--- config.mk ---
export PLATFORM = sky130hd
export DESIGN_NAME = sps_match_referee
export DESIGN_NICKNAME = d
export VERILOG_FILES = /design/src/rtl/sps_match_referee.sv
export SDC_FILE = /design/constraint.sdc
export NUM_CORES = 1
export LEC_CHECK = 0
export CORE_MARGIN = 2
export CORE_UTILIZATION = 52
export DETAILED_ROUTE_END_ITERATION = 8
export PLACE_DENSITY = 0.81
export SETUP_SLACK_MARGIN = 0.5
export SLEW_MARGIN = 15
export SYNTH_ARGS = -nofsm -noshare
export SYNTH_HDL_FRONTEND = slang
export SYNTH_SLANG_ARGS = --single-unit
export TNS_END_PERCENT = 50
--- constraint.sdc ---
create_clock -name clk -period 4.2 [get_ports clk]
set_clock_uncertainty 0.15 [all_clocks]
set_input_delay 0.63 -clock clk [delete_from_list [all_inputs] [get_ports clk]]
set_output_delay 0.63 -clock clk [all_outputs]
set_load 0.01 [all_outputs]
--- src/rtl/sps_match_referee.sv ---
// sps_match_referee: best-of match referee for an N-move generalised
// stone/paper/scissors game. Two players hand in moves over independent
// valid/ready handshakes. Each round is judged, scores and a round count are
// kept, and the match ends on WIN_TARGET round wins or MAX_ROUNDS rounds.
//
// Optional build macro: SPS_TIMEOUT_EN
//   When it is defined, COLLECT gives up after TIMEOUT_CYCLES cycles and judges
//   the round with missing moves treated as invalid. debug[0] then carries the
//   timeout flag for that round.
//   When it is undefined, COLLECT waits indefinitely and no timer is built.
module sps_match_referee #(
    parameter int NUM_MOVES      = 3,
    parameter int MOVE_W         = 2,
    parameter int WIN_TARGET     = 3,
    parameter int MAX_ROUNDS     = 7,
    parameter int TIMEOUT_CYCLES = 255
) (
    input  logic              clk,
    input  logic              reset_n,
    input  logic              start_match,
    input  logic              abort,
    input  logic [MOVE_W-1:0] p1_move,
    input  logic              p1_valid,
    output logic              p1_ready,
    input  logic [MOVE_W-1:0] p2_move,
    input  logic              p2_valid,
    output logic              p2_ready,
    output logic              round_valid,
    output logic [1:0]        round_winner,
    output logic [3:0]        p1_score,
    output logic [3:0]        p2_score,
    output logic [3:0]        round_cnt,
    output logic              match_done,
    output logic [1:0]        match_winner,
    output logic [2:0]        state,
    output logic [2:0]        debug
);

    localparam logic [2:0] ST_IDLE       = 3'b000;
    localparam logic [2:0] ST_COLLECT    = 3'b001;
    localparam logic [2:0] ST_EVAL       = 3'b010;
    localparam logic [2:0] ST_ROUND_DONE = 3'b011;
    localparam logic [2:0] ST_MATCH_DONE = 3'b100;

    localparam logic [1:0] RW_TIE  = 2'b00;
    localparam logic [1:0] RW_P1   = 2'b01;
    localparam logic [1:0] RW_P2   = 2'b10;
    localparam logic [1:0] RW_VOID = 2'b11;

    // One extra bit so (p1 + N - p2) never overflows during the modulo.
    localparam int              EW    = MOVE_W + 1;
    localparam logic [EW-1:0]   NM_W  = EW'(NUM_MOVES);
    localparam logic [EW-1:0]   HALF  = EW'((NUM_MOVES - 1) / 2);
    localparam logic [3:0]      WIN_W = 4'(WIN_TARGET);
    localparam logic [3:0]      MAX_W = 4'(MAX_ROUNDS);

    logic [2:0]        state_q, state_d;
    logic              p1_cap_q, p1_cap_d;
    logic              p2_cap_q, p2_cap_d;
    logic [MOVE_W-1:0] p1_move_q, p2_move_q;
    logic [3:0]        p1_score_q, p1_score_d;
    logic [3:0]        p2_score_q, p2_score_d;
    logic [3:0]        round_cnt_q, round_cnt_d;
    logic [1:0]        round_winner_q, round_winner_d;
    logic              invalid_q, invalid_d;

    logic              p1_fire, p2_fire, both_next;
    logic              clear_match, clear_all, match_over;
    logic              timeout_hit;
    logic              debug_lsb;

    logic              p1_bad, p2_bad;
    logic [EW-1:0]     p1_ext, p2_ext, diff;
    logic [1:0]        eval_winner;

    assign p1_fire     = (state_q == ST_COLLECT) && p1_valid && !p1_cap_q;
    assign p2_fire     = (state_q == ST_COLLECT) && p2_valid && !p2_cap_q;
    assign both_next   = (p1_cap_q || p1_fire) && (p2_cap_q || p2_fire);
    assign clear_match = start_match && ((state_q == ST_IDLE) || (state_q == ST_MATCH_DONE));
    assign clear_all   = clear_match || abort;
    assign match_over  = (p1_score_q == WIN_W) || (p2_score_q == WIN_W) || (round_cnt_q == MAX_W);

    // Round judgement: a missing or out-of-range move forfeits; otherwise the
    // modular distance between moves decides.
    always_comb begin
        p1_ext = {1'b0, p1_move_q};
        p2_ext = {1'b0, p2_move_q};
        p1_bad = !p1_cap_q || (p1_ext >= NM_W);
        p2_bad = !p2_cap_q || (p2_ext >= NM_W);
        diff   = (p1_ext >= p2_ext) ? (p1_ext - p2_ext) : (p1_ext + NM_W - p2_ext);
        if (p1_bad && p2_bad) begin
            eval_winner = RW_VOID;
        end else if (p1_bad) begin
            eval_winner = RW_P2;
        end else if (p2_bad) begin
            eval_winner = RW_P1;
        end else if (diff == '0) begin
            eval_winner = RW_TIE;
        end else if (diff <= HALF) begin
            eval_winner = RW_P1;
        end else begin
            eval_winner = RW_P2;
        end
    end

    // Next-state logic for the match controller; abort overrides everything.
    always_comb begin
        // NOTE: every signal gets a default here so no path leaves one unassigned (no latches).
        state_d        = state_q;
        p1_cap_d       = p1_cap_q;
        p2_cap_d       = p2_cap_q;
        p1_score_d     = p1_score_q;
        p2_score_d     = p2_score_q;
        round_cnt_d    = round_cnt_q;
        round_winner_d = round_winner_q;
        invalid_d      = invalid_q;

        case (state_q)
            ST_IDLE, ST_MATCH_DONE: begin
                if (start_match) begin
                    state_d = ST_COLLECT;
                end
            end
            ST_COLLECT: begin
                if (p1_fire) begin
                    p1_cap_d = 1'b1;
                end
                if (p2_fire) begin
                    p2_cap_d = 1'b1;
                end
                if (both_next || timeout_hit) begin
                    state_d = ST_EVAL;
                end
            end
            ST_EVAL: begin
                round_winner_d = eval_winner;
                invalid_d      = p1_bad || p2_bad;
                if (eval_winner != RW_VOID) begin
                    round_cnt_d = round_cnt_q + 4'd1;
                end
                if (eval_winner == RW_P1) begin
                    p1_score_d = p1_score_q + 4'd1;
                end
                if (eval_winner == RW_P2) begin
                    p2_score_d = p2_score_q + 4'd1;
                end
                state_d = ST_ROUND_DONE;
            end
            ST_ROUND_DONE: begin
                p1_cap_d = 1'b0;
                p2_cap_d = 1'b0;
                state_d  = match_over ? ST_MATCH_DONE : ST_COLLECT;
            end
            default: begin
                state_d = ST_IDLE;
            end
        endcase

        if (clear_all) begin
            p1_cap_d       = 1'b0;
            p2_cap_d       = 1'b0;
            p1_score_d     = 4'd0;
            p2_score_d     = 4'd0;
            round_cnt_d    = 4'd0;
            round_winner_d = RW_TIE;
            invalid_d      = 1'b0;
        end
        if (abort) begin
            state_d = ST_IDLE;
        end
    end

    // Control and score registers with synchronous active-low reset.
    always_ff @(posedge clk) begin
        if (!reset_n) begin
            state_q        <= ST_IDLE;
            p1_cap_q       <= 1'b0;
            p2_cap_q       <= 1'b0;
            p1_score_q     <= 4'd0;
            p2_score_q     <= 4'd0;
            round_cnt_q    <= 4'd0;
            round_winner_q <= RW_TIE;
            invalid_q      <= 1'b0;
        end else begin
            // NOTE: non-blocking assignments so every register samples pre-edge values.
            state_q        <= state_d;
            p1_cap_q       <= p1_cap_d;
            p2_cap_q       <= p2_cap_d;
            p1_score_q     <= p1_score_d;
            p2_score_q     <= p2_score_d;
            round_cnt_q    <= round_cnt_d;
            round_winner_q <= round_winner_d;
            invalid_q      <= invalid_d;
        end
    end

    // Move holding registers, loaded only on a handshake.
    always_ff @(posedge clk) begin
        // NOTE: pure data, no reset needed; the capture flags qualify every use.
        if (p1_fire) begin
            p1_move_q <= p1_move;
        end
        if (p2_fire) begin
            p2_move_q <= p2_move;
        end
    end

`ifdef SPS_TIMEOUT_EN
    localparam int            TW     = $clog2(TIMEOUT_CYCLES + 1);
    localparam logic [TW-1:0] TO_END = TW'(TIMEOUT_CYCLES - 1);

    logic [TW-1:0] to_cnt_q, to_cnt_d;
    logic          to_flag_q, to_flag_d;
    logic          unused_invalid;

    assign timeout_hit    = (state_q == ST_COLLECT) && (to_cnt_q == TO_END) && !both_next;
    assign debug_lsb      = to_flag_q;
    assign unused_invalid = invalid_q;

    // Collect timer: counts cycles spent in COLLECT and is zero on every entry.
    always_comb begin
        to_cnt_d  = '0;
        to_flag_d = to_flag_q;
        if ((state_q == ST_COLLECT) && (state_d == ST_COLLECT)) begin
            to_cnt_d = to_cnt_q + 1'b1;
        end
        if ((state_q == ST_COLLECT) && (state_d == ST_EVAL)) begin
            to_flag_d = timeout_hit;
        end
        if (clear_all) begin
            to_flag_d = 1'b0;
        end
    end

    // Timer registers.
    always_ff @(posedge clk) begin
        if (!reset_n) begin
            to_cnt_q  <= '0;
            to_flag_q <= 1'b0;
        end else begin
            to_cnt_q  <= to_cnt_d;
            to_flag_q <= to_flag_d;
        end
    end
`else
    logic unused_timeout_cfg;

    assign timeout_hit        = 1'b0;
    assign debug_lsb          = invalid_q;
    assign unused_timeout_cfg = ^TIMEOUT_CYCLES;
`endif

    assign state        = state_q;
    assign p1_ready     = (state_q == ST_COLLECT) && !p1_cap_q;
    assign p2_ready     = (state_q == ST_COLLECT) && !p2_cap_q;
    assign round_valid  = (state_q == ST_ROUND_DONE);
    assign round_winner = round_winner_q;
    assign p1_score     = p1_score_q;
    assign p2_score     = p2_score_q;
    assign round_cnt    = round_cnt_q;
    assign match_done   = (state_q == ST_MATCH_DONE);
    assign match_winner = !match_done                ? 2'b00 :
                          (p1_score_q > p2_score_q)  ? 2'b01 :
                          (p2_score_q > p1_score_q)  ? 2'b10 : 2'b00;
    assign debug        = {p1_cap_q, p2_cap_q, debug_lsb};

endmodule

==> results.txt <==
flow finished, numbers: Multi-input comb cells=118, Mean Syn Cell Area=8.85 µm², top layer in use=met4, fin crit period=3070 ps, critical path peak fanout=5, unrepaired setup endpoints after global routing=false, seq pwr=238 µW, kind of cell adding the most delay to the critical path=buffers and inverters, Hold Path Origin=round_cnt[3], outcome=completed, Yosys reg bits=24, yosys simple share=21.5%, most frequent CP cell=o21a_1, Yosys cell types=roughly 40, setup slack after layout=1130 ps, Clock-cell share=between 2 and 3%, HPWL after DPL=2450 µm, CTS Buffer Depth=2, Ys Warns=0, # setup viols final=0, most common logic cells in the final layout=35 x clkdlybuf4s50_1, 20 x dfxtp_1, 16 x nand2_1, 11 x inv_1, 11 x nor2_1, registers=24, routed wl met3=146 µm, Antenna Violating Nets Remaining=0, dominant register cell=dfxtp_1, routed wire length=3230 µm, register area=520 µm², EDFF count, synth=4, Area Overhead vs Synth=27.0%, f_max=326 MHz, Power Density=245 nW/µm², first-pass GRT wire length=5380 µm, ys cells=around 160, floorplan core density=between 50% and 60%
-- cells in the mapped netlist, drive strengths merged (2+ instances only) --
library cell  instances  area [µm²]
inv                  11        41.3
a21oi                 8        40.0
o21a                  4        30.0
or4                   2        15.0
xor2                  2        17.5
nor3b                 3        27.5
clkbuf                2        8.75
ha                   10         125
a21boi                2        22.5
nand2                16        60.1
nor2                 11        41.3
and2                  4        25.0
a211oi                2        15.0
buf                   6        46.3
mux2i                 6        60.1
nand2b                3        18.8
nor3                  7        35.0
nor2b                 2        12.5
or3                   3        18.8
edfxtp                4         120
nand3                 6        30.0
o21ai                 8        40.0
fa                    2        40.0
dfxtp                20         400
o211ai                3        22.5
a31oi                 3        18.8
==> images/pinout.png <==
Pins as bars across the die edge, other pins in grey.
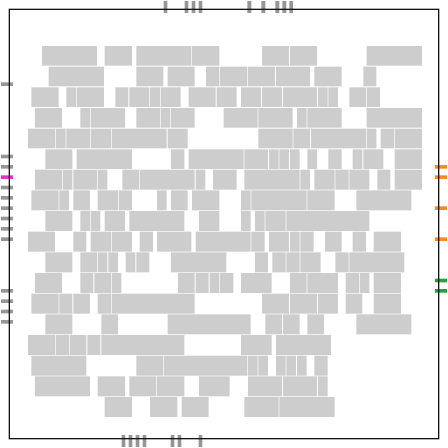
[reset_n] magenta | pins: 1 | direction: input | edge: left
[round_winner] green | pins: 2 | direction: output | edge: right
[p1_score] orange | pins: 4 | direction: output | edge: right
all pins by edge: 14 left, 9 top, 7 bottom, 6 right

==> images/congestion_map.png <==
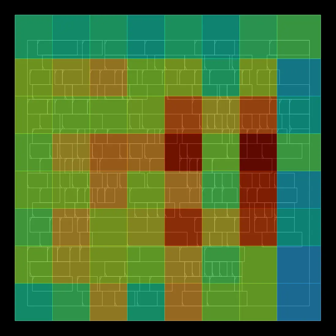
routed length per placed instance: 14.5 µm
GRT met3 Usage: 4.84%
grt met1 use: 23.7%
GR Util met2: 38.8%

==> images/clock_wires.png <==
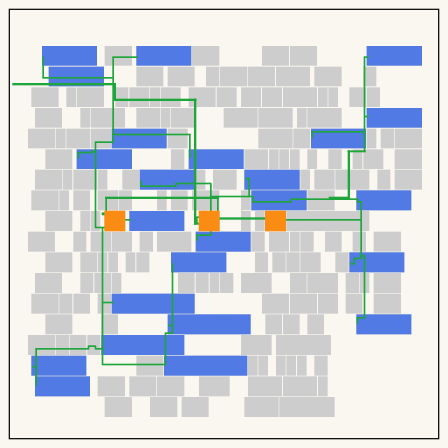
[clock wires] green | length: 297 µm
[flip-flops] blue | count: 24
[clock-net drivers] orange | count: 3
flops lie: widely spread
routed clock nets: 4

==> images/class_map.png <==
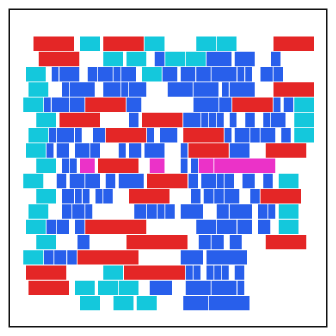
[remaining buffers and delay cells] cyan | cells: 35 | share of their area: 20%
[remaining logic cells] blue | cells: 129 | share of their area: 48%
[registers] red | cells: 24 | share of their area: 29%
[clock drivers and dummy loads] magenta | cells: 4 | share of their area: 3.0%
row count: 18
core area: 2540 µm²
Final Cell Area: 1810 µm²
Seq/total area: 28.7%

Power is estimated from default activity; no workload was simulated.
